==> src/rtl/ftdi_pkg.sv <==
// ftdi_pkg: types and pin-level constants shared by the FT232H 245-mode
// synchronous FIFO engines (transmit and receive).
//   tx_state_t    - transmit engine state
//   FTDI_ASSERT   - level of an asserted active-low FTDI strobe
//   FTDI_DEASSERT - level of a released active-low FTDI strobe
//   ftdi_level()  - maps a logical "active" flag onto the pin level
package ftdi_pkg;

  typedef enum logic [1:0] {
    IDLE  = 2'd0,
    SEND  = 2'd1,
    STALL = 2'd2,
    SIWU  = 2'd3
  } tx_state_t;

  localparam logic FTDI_ASSERT   = 1'b0;
  localparam logic FTDI_DEASSERT = 1'b1;

  function automatic logic ftdi_level(input logic active);
    return active ? FTDI_ASSERT : FTDI_DEASSERT;
  endfunction

endpackage

==> src/rtl/ftdi_tx_engine_sync_fifo.sv <==
// sync_fifo: single-clock first-word-fall-through FIFO.
//   ftdiclk, reset   - clock, synchronous active-high reset (empties the FIFO)
//   push, push_data  - write port; ignored while full
//   pop              - advance the head; ignored while empty
//   head             - current head (valid while !empty)
//   head_next        - what head will be after this edge's push/pop
//   full, empty      - status from the registered pointers
//   count            - number of stored entries
// Pointers carry one extra wrap bit so full and empty are distinguishable.
module sync_fifo #(
  parameter int WIDTH = 8,
  parameter int DEPTH = 16
) (
  input  logic                     ftdiclk,
  input  logic                     reset,
  input  logic                     push,
  input  logic [WIDTH-1:0]         push_data,
  input  logic                     pop,
  output logic [WIDTH-1:0]         head,
  output logic [WIDTH-1:0]         head_next,
  output logic                     full,
  output logic                     empty,
  output logic [$clog2(DEPTH):0]   count
);

  localparam int AW = $clog2(DEPTH);
  localparam logic [AW:0] PTR_ONE = (AW+1)'(1);

  logic [WIDTH-1:0] mem [DEPTH];
  logic [AW:0]      wr_ptr_reg;
  logic [AW:0]      rd_ptr_reg;
  logic [AW:0]      rd_ptr_next;
  logic             push_ok;
  logic             pop_ok;

  assign full    = (wr_ptr_reg[AW] != rd_ptr_reg[AW]) &&
                   (wr_ptr_reg[AW-1:0] == rd_ptr_reg[AW-1:0]);
  assign empty   = (wr_ptr_reg == rd_ptr_reg);
  assign count   = wr_ptr_reg - rd_ptr_reg;
  assign push_ok = push && !full;
  assign pop_ok  = pop && !empty;

  assign rd_ptr_next = pop_ok ? rd_ptr_reg + PTR_ONE : rd_ptr_reg;
  assign head        = mem[rd_ptr_reg[AW-1:0]];
  // If the new head is the slot being written this edge, the RAM does not
  // hold it yet, so bypass the incoming word.
  assign head_next   = (push_ok && (rd_ptr_next == wr_ptr_reg)) ?
                       push_data : mem[rd_ptr_next[AW-1:0]];

  always_ff @(posedge ftdiclk) begin
    if (push_ok) begin
      mem[wr_ptr_reg[AW-1:0]] <= push_data;
    end
  end

  always_ff @(posedge ftdiclk) begin
    if (reset) begin
      wr_ptr_reg <= '0;
      rd_ptr_reg <= '0;
    end else begin
      if (push_ok) begin
        wr_ptr_reg <= wr_ptr_reg + PTR_ONE;
      end
      rd_ptr_reg <= rd_ptr_next;
    end
  end

endmodule

==> src/rtl/ftdi_tx_engine.sv <==
// ftdi_tx_engine: FT232H 245 synchronous FIFO transmit engine (ftdiclk domain).
//   s_data/s_valid/s_ready - upstream byte stream, push on s_valid && s_ready
//   s_flush                - request a SIWU# pulse after bytes pushed so far
//   ftdi_txe_n             - FTDI has room (active low)
//   ftdi_wr_n, ftdi_siwu_n - registered strobes to the FTDI
//   ftdi_rd_n, ftdi_oe_n   - receive path held idle
//   ftdi_data_out          - registered byte to the FTDI
//   ftdi_data_oe           - enable for the board-level tristate
//   bytes_sent             - bytes accepted by the FTDI (wrapping)
//   busy                   - work queued, in flight or flush outstanding
module ftdi_tx_engine
  import ftdi_pkg::*;
#(
  parameter int DEPTH = 16
) (
  input  logic        ftdiclk,
  input  logic        reset,
  input  logic [7:0]  s_data,
  input  logic        s_valid,
  output logic        s_ready,
  input  logic        s_flush,
  input  logic        ftdi_txe_n,
  output logic        ftdi_wr_n,
  output logic        ftdi_siwu_n,
  output logic        ftdi_rd_n,
  output logic        ftdi_oe_n,
  output logic [7:0]  ftdi_data_out,
  output logic        ftdi_data_oe,
  output logic [31:0] bytes_sent,
  output logic        busy
);

  localparam int CW = $clog2(DEPTH) + 1;

  tx_state_t       state_reg;
  tx_state_t       state_next;
  logic            wr_n_reg;
  logic            wr_n_next;
  logic            siwu_n_reg;
  logic            siwu_n_next;
  logic [7:0]      data_out_reg;
  logic [7:0]      data_out_next;
  logic            flush_pending_reg;
  logic            flush_pending_next;
  logic [31:0]     bytes_sent_reg;
  logic            out_en_reg;

  logic            acc;
  logic            push;
  logic            not_empty_next;
  logic [7:0]      fifo_head;
  logic [7:0]      fifo_head_next;
  logic            fifo_full;
  logic            fifo_empty;
  logic [CW-1:0]   fifo_count;

  // The FTDI takes a byte on the same edge we see WR# and TXE# both low.
  assign acc     = (wr_n_reg == FTDI_ASSERT) && (ftdi_txe_n == FTDI_ASSERT);
  assign s_ready = out_en_reg && !fifo_full;
  assign push    = s_valid && s_ready;

  sync_fifo #(
    .WIDTH (8),
    .DEPTH (DEPTH)
  ) u_fifo (
    .ftdiclk   (ftdiclk),
    .reset     (reset),
    .push      (push),
    .push_data (s_data),
    .pop       (acc),
    .head      (fifo_head),
    .head_next (fifo_head_next),
    .full      (fifo_full),
    .empty     (fifo_empty),
    .count     (fifo_count)
  );

  // Occupancy after this edge, including the same-edge push and pop.
  assign not_empty_next = fifo_empty ? push
                                     : !((fifo_count == CW'(1)) && acc && !push);

  // Without a pop the head is unchanged; otherwise take the post-update head.
  assign data_out_next = (acc || fifo_empty) ? fifo_head_next : fifo_head;

  // State register.
  always_ff @(posedge ftdiclk) begin
    if (reset) begin
      state_reg <= IDLE;
    end else begin
      state_reg <= state_next;
    end
  end

  // Next state. Data always wins over a pending flush; SIWU is only entered
  // from IDLE, which guarantees a gap after the last acceptance.
  always_comb begin
    state_next = IDLE;
    if (not_empty_next) begin
      state_next = (ftdi_txe_n == FTDI_ASSERT) ? SEND : STALL;
    end else if ((state_reg == IDLE) && flush_pending_reg) begin
      state_next = SIWU;
    end
  end

  // Output decode of the next state, registered below.
  always_comb begin
    wr_n_next          = ftdi_level(state_next == SEND);
    siwu_n_next        = ftdi_level(state_next == SIWU);
    flush_pending_next = flush_pending_reg || s_flush;
    if (state_next == SIWU) begin
      flush_pending_next = 1'b0;
    end
  end

  always_ff @(posedge ftdiclk) begin
    if (reset) begin
      wr_n_reg          <= FTDI_DEASSERT;
      siwu_n_reg        <= FTDI_DEASSERT;
      data_out_reg      <= 8'h00;
      flush_pending_reg <= 1'b0;
      bytes_sent_reg    <= 32'd0;
      out_en_reg        <= 1'b0;
    end else begin
      wr_n_reg          <= wr_n_next;
      siwu_n_reg        <= siwu_n_next;
      data_out_reg      <= data_out_next;
      flush_pending_reg <= flush_pending_next;
      bytes_sent_reg    <= bytes_sent_reg + {31'd0, acc};
      out_en_reg        <= 1'b1;
    end
  end

  assign ftdi_wr_n     = wr_n_reg;
  assign ftdi_siwu_n   = siwu_n_reg;
  assign ftdi_rd_n     = FTDI_DEASSERT;
  assign ftdi_oe_n     = FTDI_DEASSERT;
  assign ftdi_data_out = data_out_reg;
  assign ftdi_data_oe  = out_en_reg;
  assign bytes_sent    = bytes_sent_reg;
  assign busy          = !fifo_empty || (wr_n_reg == FTDI_ASSERT) ||
                         flush_pending_reg || (state_reg == SIWU);

endmodule

==> config.mk <==
export PLATFORM = sky130hd
export DESIGN_NAME = ftdi_tx_engine
export DESIGN_NICKNAME = d
export VERILOG_FILES = /design/src/rtl/ftdi_pkg.sv /design/src/rtl/ftdi_tx_engine_sync_fifo.sv /design/src/rtl/ftdi_tx_engine.sv
export SDC_FILE = /design/constraint.sdc
export NUM_CORES = 1
export LEC_CHECK = 0
export ABC_AREA = 1
export CAP_MARGIN = 10
export CORE_ASPECT_RATIO = 2
export CORE_MARGIN = 4
export CORE_UTILIZATION = 40
export CTS_BUF_LIST = sky130_fd_sc_hd__clkbuf_8
export DETAILED_ROUTE_END_ITERATION = 16
export DONT_BUFFER_PORTS = 1
export GPL_TIMING_DRIVEN = 0
export RECOVER_POWER = 50
export REMOVE_ABC_BUFFERS = 1
export SLEW_MARGIN = 20
export SYNTH_ARGS = -nofsm -noshare
export SYNTH_HDL_FRONTEND = slang
export SYNTH_HIERARCHICAL = 1
export SYNTH_SLANG_ARGS = --single-unit
==> constraint.sdc <==
create_clock -name ftdiclk -period 2.77 [get_ports ftdiclk]
set_input_delay 0.554 -clock ftdiclk [delete_from_list [all_inputs] [get_ports ftdiclk]]
set_output_delay 0.554 -clock ftdiclk [all_outputs]
set_load 0.005 [all_outputs]
==> images/class_map.png <==
The bar under the picture is 20 µm long. Fill, decap, tap and diode cells in grey.
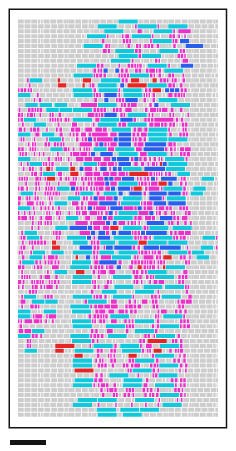
[magenta] remaining logic cells | cells: 979 | share of their area: 44%
[red] clock drivers and dummy loads | cells: 32 | share of their area: 3.7%
[cyan] registers | cells: 184 | share of their area: 42%
[blue] remaining buffers and delay cells | cells: 83 | share of their area: 10%

==> images/gates.png <==
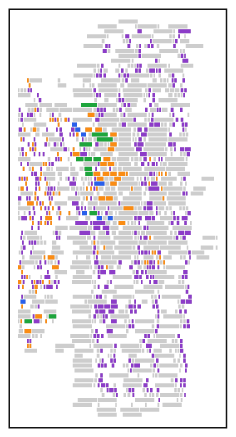
[green] fa/ha/maj cells | cells: 12
[purple] nand cells | cells: 446 | where: all over the die
[blue] xor and xnor cells | cells: 8
[orange] nor cells | cells: 119

==> CHANGELOG.md <==
## Implementation

- Status: finished, final reports clean
- Initial antenna violation count: 1
- Yosys stat cell total: ~1200
- H-tree level count: 4
- Layout Nets: 1290
- Root buf cell: clkbuf_8
- Avg Inst Size Synth: between 8 and 9 µm²
- Async SR Flop Fraction: 0
- Max-capacitance violation count: 0
- Delay-heaviest family, CP: simple AND/OR/NAND/NOR gates
- Logic cell area: around 4500 µm²
- WHS: around 120 ps
- Gr ovfl total: 0
- CTS tree: built
- Worst path max stage delay: approximately 430 ps
- Final wirelength: 35800 µm
- Cells after Synth: 1218
- Clk sinks: 184
- Worst EP required: 3150 ps
- Slew HR: 0.355
- Clk pwr share: 0.332
- Synth Flop Type: edfxtp_1
- Final-report hold violation count: 0
- Yosys cell types: 39
- Register share after synthesis: 0.500
- FMAX: 366 MHz
- Power share of the combinational group: 0.172
- Setup-failing EPs final: 0
- R2R depth: 21
- Max IR drop VDD: 307 µV
- Largest net degree at the start of global routing: 67
- Comb pwr: 1050 µW
- Placed Cells: 1497
- PortBufs: 0
- Share of cells above drive strength 1: 0.181
- Clock skew: around 10 ps
- First-pass GRT wire length: about 52000 µm
- Routability cong.: between 0.8 and 0.9
- Most numerous logic cells after layout: nand2_1, inv_1, nand3_1, edfxtp_1, a21oi_1
- Core Util at FP: 0.406
- Aoi share: 0.117
- Wire length per cell: 22.2 µm
- Late-Pin Clk Latency: ~500 ps
==> images/sizing.png <==
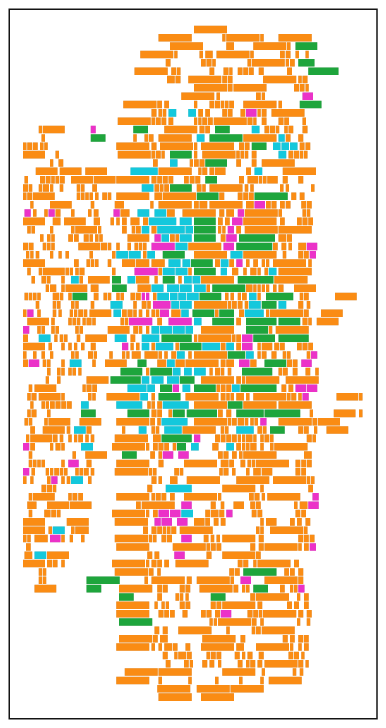
[orange] x1 and smaller | cells: 1047 | share: 82%
[cyan] x3 and x4 | cells: 98 | share: 7.7%
[green] x6 and larger | cells: 72 | share: 5.6%
[magenta] x2 | cells: 61 | share: 4.8%

==> images/m2.png <==
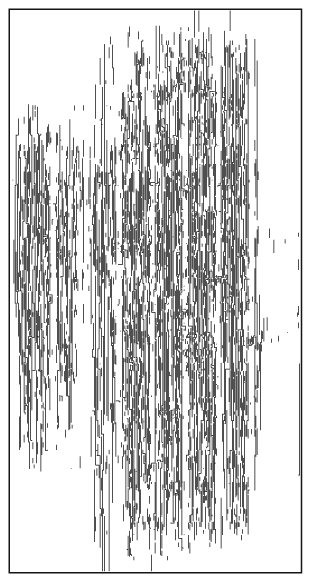
nets with wire on the layer: 1036
share of all routed wire: 51%
main direction: vertical
wire length on this layer: 18100 µm
longest straight run: 103 µm

==> final cells by class <==
| type | count | area share |
|---|---|---|
| diodes | 1 | 0.000203 |
| repair buffers | 83 | 0.101 |
| flip-flops and latches | 184 | 0.405 |
| well taps | 332 | 0.0338 |
| repair inverters | 1 | 0.00132 |
| clock inverters | 15 | 0.0170 |
| clock buffers | 17 | 0.0190 |
| inverters | 171 | 0.0564 |
| multi-input cells | 807 | 0.367 |
==> routing by layer <==
| metal | vias to the layer above | wire [µm] |
|---|---|---|
| met4 | 0 | 3300 |
| met1 | 4194 | 11300 |
| met5 | - | 0 |
| met3 | 171 | 3080 |
| met2 | 536 | 18100 |
| li1 | 4188 | - |
Power figures rest on the tool's default switching activity, not on a simulated workload.
